[src/rtl/i2c_line_conditioner_pkg.sv]
// Shared types and defaults for the I2C line conditioner.
package i2c_pkg;

  typedef enum logic {
    IDLE = 1'b0,
    BUSY = 1'b1
  } bus_state_e;

  localparam int unsigned DEF_FILT_LEN    = 4;
  localparam int unsigned DEF_TIMEOUT_CYC = 50000;

endpackage

[src/rtl/i2c_line_conditioner_if.sv]
// Pin-side inputs and conditioned outputs of the I2C line conditioner.
// bus_timeout exists only when I2C_TIMEOUT_EN is defined.
interface i2c_line_conditioner_if;
  logic scl_in;
  logic sda_in;
  logic scl_f;
  logic sda_f;
  logic scl_rise;
  logic scl_fall;
  logic start_det;
  logic stop_det;
  logic bus_busy;
`ifdef I2C_TIMEOUT_EN
  logic bus_timeout;
`endif

  // Conditioner side: samples pins, drives conditioned levels and strobes.
  modport slave (
    input  scl_in, sda_in,
    output scl_f, sda_f, scl_rise, scl_fall, start_det, stop_det, bus_busy
`ifdef I2C_TIMEOUT_EN
    , output bus_timeout
`endif
  );

  // Pin/consumer side: drives pins, observes conditioned outputs.
  modport master (
    output scl_in, sda_in,
    input  scl_f, sda_f, scl_rise, scl_fall, start_det, stop_det, bus_busy
`ifdef I2C_TIMEOUT_EN
    , input bus_timeout
`endif
  );
endinterface

[src/rtl/i2c_line_conditioner_sync_filter.sv]
// Two-flop synchronizer plus glitch filter for one open-drain I2C line.
// The filtered level follows sync2 only after FILT_LEN consecutive mismatches.
module i2c_sync_filter
  import i2c_pkg::*;
#(
  parameter int unsigned FILT_LEN = DEF_FILT_LEN
) (
  input  logic clk,
  input  logic rst,
  input  logic pin_in,
  output logic level_f
);

  localparam int unsigned CW = $clog2(FILT_LEN + 1);
  localparam logic [CW-1:0] CNT_LAST = CW'(FILT_LEN - 1);

  logic          sync1_q, sync1_d;
  logic          sync2_q, sync2_d;
  logic          filt_q, filt_d;
  logic [CW-1:0] cnt_q, cnt_d;

  // Next-state: shift synchronizer, count mismatches, accept on the FILT_LEN-th.
  always_comb begin
    sync1_d = pin_in;
    sync2_d = sync1_q;
    filt_d  = filt_q;
    cnt_d   = cnt_q;
    if (sync2_q == filt_q) begin
      cnt_d = '0;
    end else if (cnt_q == CNT_LAST) begin
      filt_d = sync2_q;
      cnt_d  = '0;
    end else begin
      cnt_d = cnt_q + CW'(1);
    end
  end

  // State register; idle-high reset level on the line.
  always_ff @(posedge clk) begin
    if (rst) begin
      sync1_q <= 1'b1;
      sync2_q <= 1'b1;
      filt_q  <= 1'b1;
      cnt_q   <= '0;
    end else begin
      sync1_q <= sync1_d;
      sync2_q <= sync2_d;
      filt_q  <= filt_d;
      cnt_q   <= cnt_d;
    end
  end

  assign level_f = filt_q;

endmodule

[src/rtl/i2c_line_conditioner.sv]
// I2C pin conditioner: synchronize and filter SCL/SDA, then derive SCL edge,
// START/STOP strobes and bus-busy state. Optional SCL-stuck-low timeout is
// enabled with the I2C_TIMEOUT_EN macro.
module i2c_line_conditioner
  import i2c_pkg::*;
#(
  parameter int unsigned FILT_LEN    = DEF_FILT_LEN,
  parameter int unsigned TIMEOUT_CYC = DEF_TIMEOUT_CYC
) (
  input logic               clk,
  input logic               rst,
  i2c_line_conditioner_if.slave bus
);

  logic scl_f, sda_f;

  i2c_sync_filter #(.FILT_LEN(FILT_LEN)) u_scl_filt (
    .clk     (clk),
    .rst     (rst),
    .pin_in  (bus.scl_in),
    .level_f (scl_f)
  );

  i2c_sync_filter #(.FILT_LEN(FILT_LEN)) u_sda_filt (
    .clk     (clk),
    .rst     (rst),
    .pin_in  (bus.sda_in),
    .level_f (sda_f)
  );

  logic       scl_d_q, scl_d_d;
  logic       sda_d_q, sda_d_d;
  logic       rise_q, rise_d;
  logic       fall_q, fall_d;
  logic       start_q, start_d;
  logic       stop_q, stop_d;
  bus_state_e state_q, state_d;
`ifdef I2C_TIMEOUT_EN
  logic [31:0] to_cnt_q, to_cnt_d;
  logic        timeout_q, timeout_d;
`endif

  // Next-state: edge/condition strobes from filtered levels, bus state update.
  always_comb begin
    scl_d_d = scl_f;
    sda_d_d = sda_f;
    rise_d  = !scl_d_q & scl_f;
    fall_d  = scl_d_q & !scl_f;
    start_d = sda_d_q & !sda_f & scl_d_q & scl_f;
    stop_d  = !sda_d_q & sda_f & scl_d_q & scl_f;
    state_d = state_q;
    if (start_q) begin
      state_d = BUSY;
    end else if (stop_q) begin
      state_d = IDLE;
    end
`ifdef I2C_TIMEOUT_EN
    timeout_d = timeout_q;
    to_cnt_d  = '0;
    if (start_q) begin
      timeout_d = 1'b0;
    end
    if (state_q == BUSY && !scl_f) begin
      if (to_cnt_q == 32'(TIMEOUT_CYC - 1)) begin
        timeout_d = 1'b1;
        state_d   = IDLE;
      end else begin
        to_cnt_d = to_cnt_q + 32'd1;
      end
    end
`endif
  end

  // State register.
  always_ff @(posedge clk) begin
    if (rst) begin
      scl_d_q <= 1'b1;
      sda_d_q <= 1'b1;
      rise_q  <= 1'b0;
      fall_q  <= 1'b0;
      start_q <= 1'b0;
      stop_q  <= 1'b0;
      state_q <= IDLE;
`ifdef I2C_TIMEOUT_EN
      to_cnt_q  <= '0;
      timeout_q <= 1'b0;
`endif
    end else begin
      scl_d_q <= scl_d_d;
      sda_d_q <= sda_d_d;
      rise_q  <= rise_d;
      fall_q  <= fall_d;
      start_q <= start_d;
      stop_q  <= stop_d;
      state_q <= state_d;
`ifdef I2C_TIMEOUT_EN
      to_cnt_q  <= to_cnt_d;
      timeout_q <= timeout_d;
`endif
    end
  end

  assign bus.scl_f     = scl_f;
  assign bus.sda_f     = sda_f;
  assign bus.scl_rise  = rise_q;
  assign bus.scl_fall  = fall_q;
  assign bus.start_det = start_q;
  assign bus.stop_det  = stop_q;
  assign bus.bus_busy  = (state_q == BUSY);
`ifdef I2C_TIMEOUT_EN
  assign bus.bus_timeout = timeout_q;
`endif

endmodule
[src/flat_wrapper.sv]
// flat-port wrapper written by rule: the top's interface ports become plain ports
module i2c_line_conditioner_flat import i2c_pkg::*;
#(
  parameter int unsigned FILT_LEN    = DEF_FILT_LEN,
  parameter int unsigned TIMEOUT_CYC = DEF_TIMEOUT_CYC
)
  (clk, rst, bus_scl_in, bus_sda_in, bus_scl_f, bus_sda_f, bus_scl_rise, bus_scl_fall, bus_start_det, bus_stop_det, bus_bus_busy);
  i2c_line_conditioner_if bus_i ();
  input logic clk;
  input logic rst;
  input wire logic [$bits(bus_i.scl_in)-1:0] bus_scl_in;
  input wire logic [$bits(bus_i.sda_in)-1:0] bus_sda_in;
  output wire logic [$bits(bus_i.scl_f)-1:0] bus_scl_f;
  output wire logic [$bits(bus_i.sda_f)-1:0] bus_sda_f;
  output wire logic [$bits(bus_i.scl_rise)-1:0] bus_scl_rise;
  output wire logic [$bits(bus_i.scl_fall)-1:0] bus_scl_fall;
  output wire logic [$bits(bus_i.start_det)-1:0] bus_start_det;
  output wire logic [$bits(bus_i.stop_det)-1:0] bus_stop_det;
  output wire logic [$bits(bus_i.bus_busy)-1:0] bus_bus_busy;
  assign bus_i.scl_in = bus_scl_in;
  assign bus_i.sda_in = bus_sda_in;
  assign bus_scl_f = bus_i.scl_f;
  assign bus_sda_f = bus_i.sda_f;
  assign bus_scl_rise = bus_i.scl_rise;
  assign bus_scl_fall = bus_i.scl_fall;
  assign bus_start_det = bus_i.start_det;
  assign bus_stop_det = bus_i.stop_det;
  assign bus_bus_busy = bus_i.bus_busy;
  i2c_line_conditioner #(.FILT_LEN(FILT_LEN), .TIMEOUT_CYC(TIMEOUT_CYC)) u_core (.clk(clk), .rst(rst), .bus(bus_i));
endmodule
[config.mk]
export PLATFORM = sky130hd
export DESIGN_NAME = i2c_line_conditioner_flat
export DESIGN_NICKNAME = d
export VERILOG_FILES = /design/src/rtl/i2c_line_conditioner_pkg.sv /design/src/rtl/i2c_line_conditioner_if.sv /design/src/rtl/i2c_line_conditioner_sync_filter.sv /design/src/rtl/i2c_line_conditioner.sv /design/src/flat_wrapper.sv
export SDC_FILE = /design/constraint.sdc
export NUM_CORES = 1
export LEC_CHECK = 0
export CORE_MARGIN = 4
export CORE_UTILIZATION = 48
export CTS_CLUSTER_SIZE = 8
export DETAILED_ROUTE_END_ITERATION = 7
export PLACE_DENSITY = 0.73
export RECOVER_POWER = 100
export SLEW_MARGIN = 20
export SYNTH_ARGS = -nofsm -noshare
export SYNTH_HDL_FRONTEND = slang
export SYNTH_HIERARCHICAL = 1
export SYNTH_SLANG_ARGS = --single-unit
[constraint.sdc]
create_clock -name clk -period 1.3 [get_ports clk]
set_input_delay 0.26 -clock clk [delete_from_list [all_inputs] [get_ports clk]]
set_output_delay 0.26 -clock clk [all_outputs]
set_load 0.01 [all_outputs]
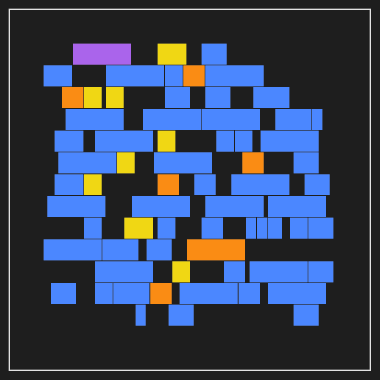
Fig. 1. Drive-strength map.
Drawn at 8 px/um.
- yellow: x2 (cells 8; share 12%)
- purple: x6 and larger (cells 1; share 1.5%)
- orange: x3 and x4 (cells 6; share 8.8%)
- blue: x1 and smaller (cells 53; share 78%)
area delta synth->final: 22.7%
non-clock buffer count: 13
design area: 805 sq um
min setup slack post-route: 0.106 ns

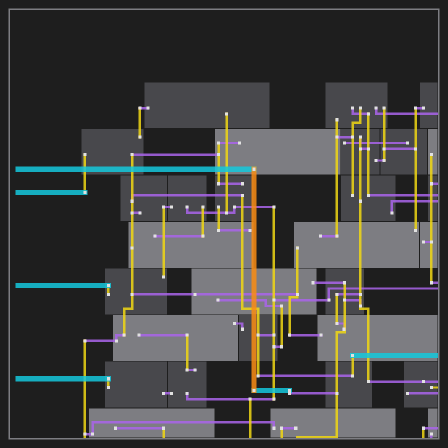
Fig. 2. Layout detail.
Region (0, 20) to (25, 45) um. Cells in gray, sequential cells in the stronger gray; small squares are vias.
- yellow: M2
- purple: M1
- cyan: M3
- orange: M4
- sequential cells in the window: 8
- cells with their middle in the window: 24
- most frequent: dfxtp_1 (8), or2_2 (5)

==> flow_metrics.env <==
# source this file to load flow results
export IMPL_status="complete, no violations"
export IMPL_end_kind="register"
export IMPL_tritoncts="yes"
export IMPL_dpl_cell_count=79
export IMPL_place_congestion=0.639
export IMPL_dieHeight_um=45.0
export IMPL_finalCritPeriodShare_pct=91.8
export IMPL_top_cells_by_area="dfxtp_1 (58%), ha_1 (7.6%), or2_2 (5.7%)"
export IMPL_cp_endpoint="u_core/u_sda_filt/level_f"
export IMPL_antenna_found_initial=0
export IMPL_final_layout_size_suffix_gt1_share_pct=22.1
export IMPL_crit_path_start_kind="register"
export IMPL_yosys_cell_types_count=14
export IMPL_firstDrtPassIters=2
export IMPL_hold_viol=0
export IMPL_fin_hold_ws_ns=0.415
export IMPL_yosys_area_sq_um=656
export IMPL_min_to="u_core/bus.stop_det"
export IMPL_wirelength_um=856
export IMPL_io_buffers=10
export IMPL_path_clk_slew_ns=0.09
export IMPL_warnings=26
export IMPL_vias=403
export IMPL_cp_max_fo=5
export IMPL_clkLatencyLatePin_ns=0.28
export IMPL_finalSetupViolations=0
export IMPL_maxCapViolations=0
export IMPL_ys_cells=51
export IMPL_grt_pass1_vias=340
export IMPL_startpoint="u_core/u_sda_filt/cnt_q[0]"
export IMPL_cts_hold_fix_buffers=0
export IMPL_rsz0062_at_grt="false"
export IMPL_antennaDiodeCount=0
export IMPL_relSlewSlack_pct=81.1
export IMPL_vias_per_cell=4.86
export IMPL_finalSetupTns_ns=0
export IMPL_fin_crit_ns=1.19
export IMPL_clock_skew_ns=0.00116
export IMPL_grt_overflow_total=0
export IMPL_grt_max_degree=19
export IMPL_cts_buffers_inserted=3
export IMPL_worstHoldStart="u_core/sda_d_q"
export IMPL_antenna_left=0
export IMPL_fp_util_pct=50.4
export IMPL_die_area_sq_um=2020
export IMPL_cts_setup_buffers=0
export IMPL_ir_drop_v=0.000625
export IMPL_hold_path_class="register to register"
export IMPL_cts_buffer_depth=2
export IMPL_required_ns=1.48
export IMPL_ios=11
export IMPL_path_class="register to register"
export IMPL_synth_area_leader_cell="dfxtp_1"
export IMPL_p_leak_nw=0.330
export IMPL_ff2ff_setup_slack_ns=0.11
export IMPL_worst_slew_pin_slew_ns=0.282
export IMPL_cts_root_buffer="clkbuf_4"
export IMPL_cp_data_arrival_time_ns=1.38
export IMPL_reg2reg_to="u_core/u_sda_filt/level_f"
export IMPL_num_rows=13
export IMPL_synth_cells=51
export IMPL_slew_violations=0
export IMPL_nets=77
export IMPL_hold_path_depth=1
export IMPL_drc=0
export IMPL_syn_nets=59
export IMPL_r2r_start="u_core/u_sda_filt/cnt_q[0]"
export IMPL_ys_flops=19
export IMPL_layout_top_cells="dfxtp_1 (19), dlygate4sd2_1 (7), or2_2 (6)"
export IMPL_reg2reg_depth=3
export IMPL_cts_repair_resized=7
export IMPL_htreeDepth=1
export IMPL_powerDensity_nw_per_um2=1130
export IMPL_power_total_mw=0.906
export IMPL_syn_area_per_cell_sq_um=12.9
export IMPL_post_place_ws_ns=0.00556
export IMPL_fmax_ghz=0.838
export IMPL_die_x_um=45.0
export IMPL_final_common_cell="dfxtp_1"
export IMPL_layout_cells_non_filler=83
export IMPL_yosys_warnings=6
export IMPL_netlist_area_sq_um=656
export IMPL_fill_cells=120
export IMPL_ys_seq_share_pct=58.0
export IMPL_placed_cell_area_sq_um=810
export IMPL_grt_pass1_wl_mm=1.39
export IMPL_drt_iter0_drc=1
export IMPL_clock_sinks=19
export IMPL_top_area_share_pct=58.0
export IMPL_dp_hpwl_um=621
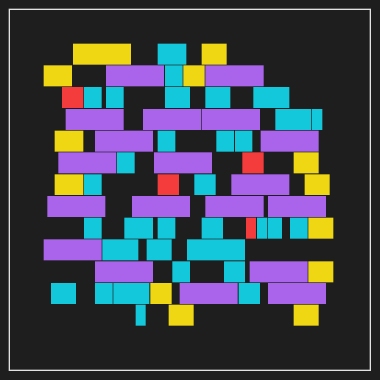
Fig. 3. Cells colored by class.
Drawn at 8 px/um.
- yellow: remaining buffers and delay cells (cells 13; share of their area 16%)
- purple: registers (cells 19; share of their area 48%)
- red: clock drivers and dummy loads (cells 4; share of their area 3.3%)
- cyan: remaining logic cells (cells 32; share of their area 32%)
post-layout util: 61.8%
sequential share of cell area: 47.3%
Placeable Area: 1300 sq um

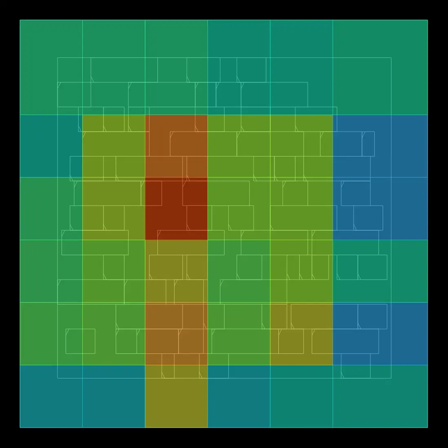
Fig. 4. Routing congestion map.
met3 usage: 5.98%
Global Route met1 Usage: 11.1%
grt peak-use layer: met2
Overall Global Routing Usage: 9.87%
wire length per cell: 10.3 um

==> synthesized netlist by cell type (all sizes together) <==
library cell   n
a211o          2
inv            3
xnor2          2
nor4           4
dfxtp         19
nor3b          4
nor4b          2
or2            6
nand2b         1
nor2b          2
a21oi          1
nand3b         1
ha             4
==> cells by family after synthesis <==
group | share of synthesized area (%)
xor+xnor | 2.67
simple gates | 26.1
flops | 58.0
buf+inv | 1.72
fa+ha+maj | 7.63
compound gates | 3.82
==> power by group <==
part	switching, mW	internal [mW]
logic	0.0135	0.0226
clock network	0.158	0.119
registers	0.00313	0.589
total	0.175	0.731
==> layer usage <==
metal / wire length [um] / track usage, % / vias up
met5: 0 / 0 / -
met2: 383 / 14.4 / 10
met4: 12 / 5.26 / 0
met3: 61 / 5.98 / 2
li1: - / - / 212
met1: 399 / 11.1 / 179
==> flip-flops by register name, summed over array words and instances, names as in the netlist <==
signal	count
u_core/bus.start_det	1
u_core/scl_d_q	1
u_core/u_scl_filt/cnt_q	3
u_core/bus.bus_busy	1
u_core/u_sda_filt/sync2_q	1
u_core/u_sda_filt/level_f	1
u_core/sda_d_q	1
u_core/u_scl_filt/sync2_q	1
u_core/bus.stop_det	1
u_core/u_sda_filt/cnt_q	3
u_core/bus.scl_rise	1
u_core/u_scl_filt/level_f	1
u_core/u_sda_filt/sync1_q	1
u_core/u_scl_filt/sync1_q	1
u_core/bus.scl_fall	1
==> layout make-up <==
type                            count  area [sq um]  share of cell area [%]
Tap cell                           15          18.8                    2.33
Timing Repair Buffer               13           126                    15.7
Inverter                            3          11.3                    1.40
Sequential cell                    19           380                    47.3
Clock buffer                        4          26.3                    3.27
Multi-Input combinational cell     29           241                    30.0
==> critical path, stage by stage (launching register included) <==
cell,delay (ns)
dfxtp_1,0.33
ha_1,0.19
ha_1,0.24
a211o_2,0.34
No activity file was given, so power comes from the tool's default toggle rates.
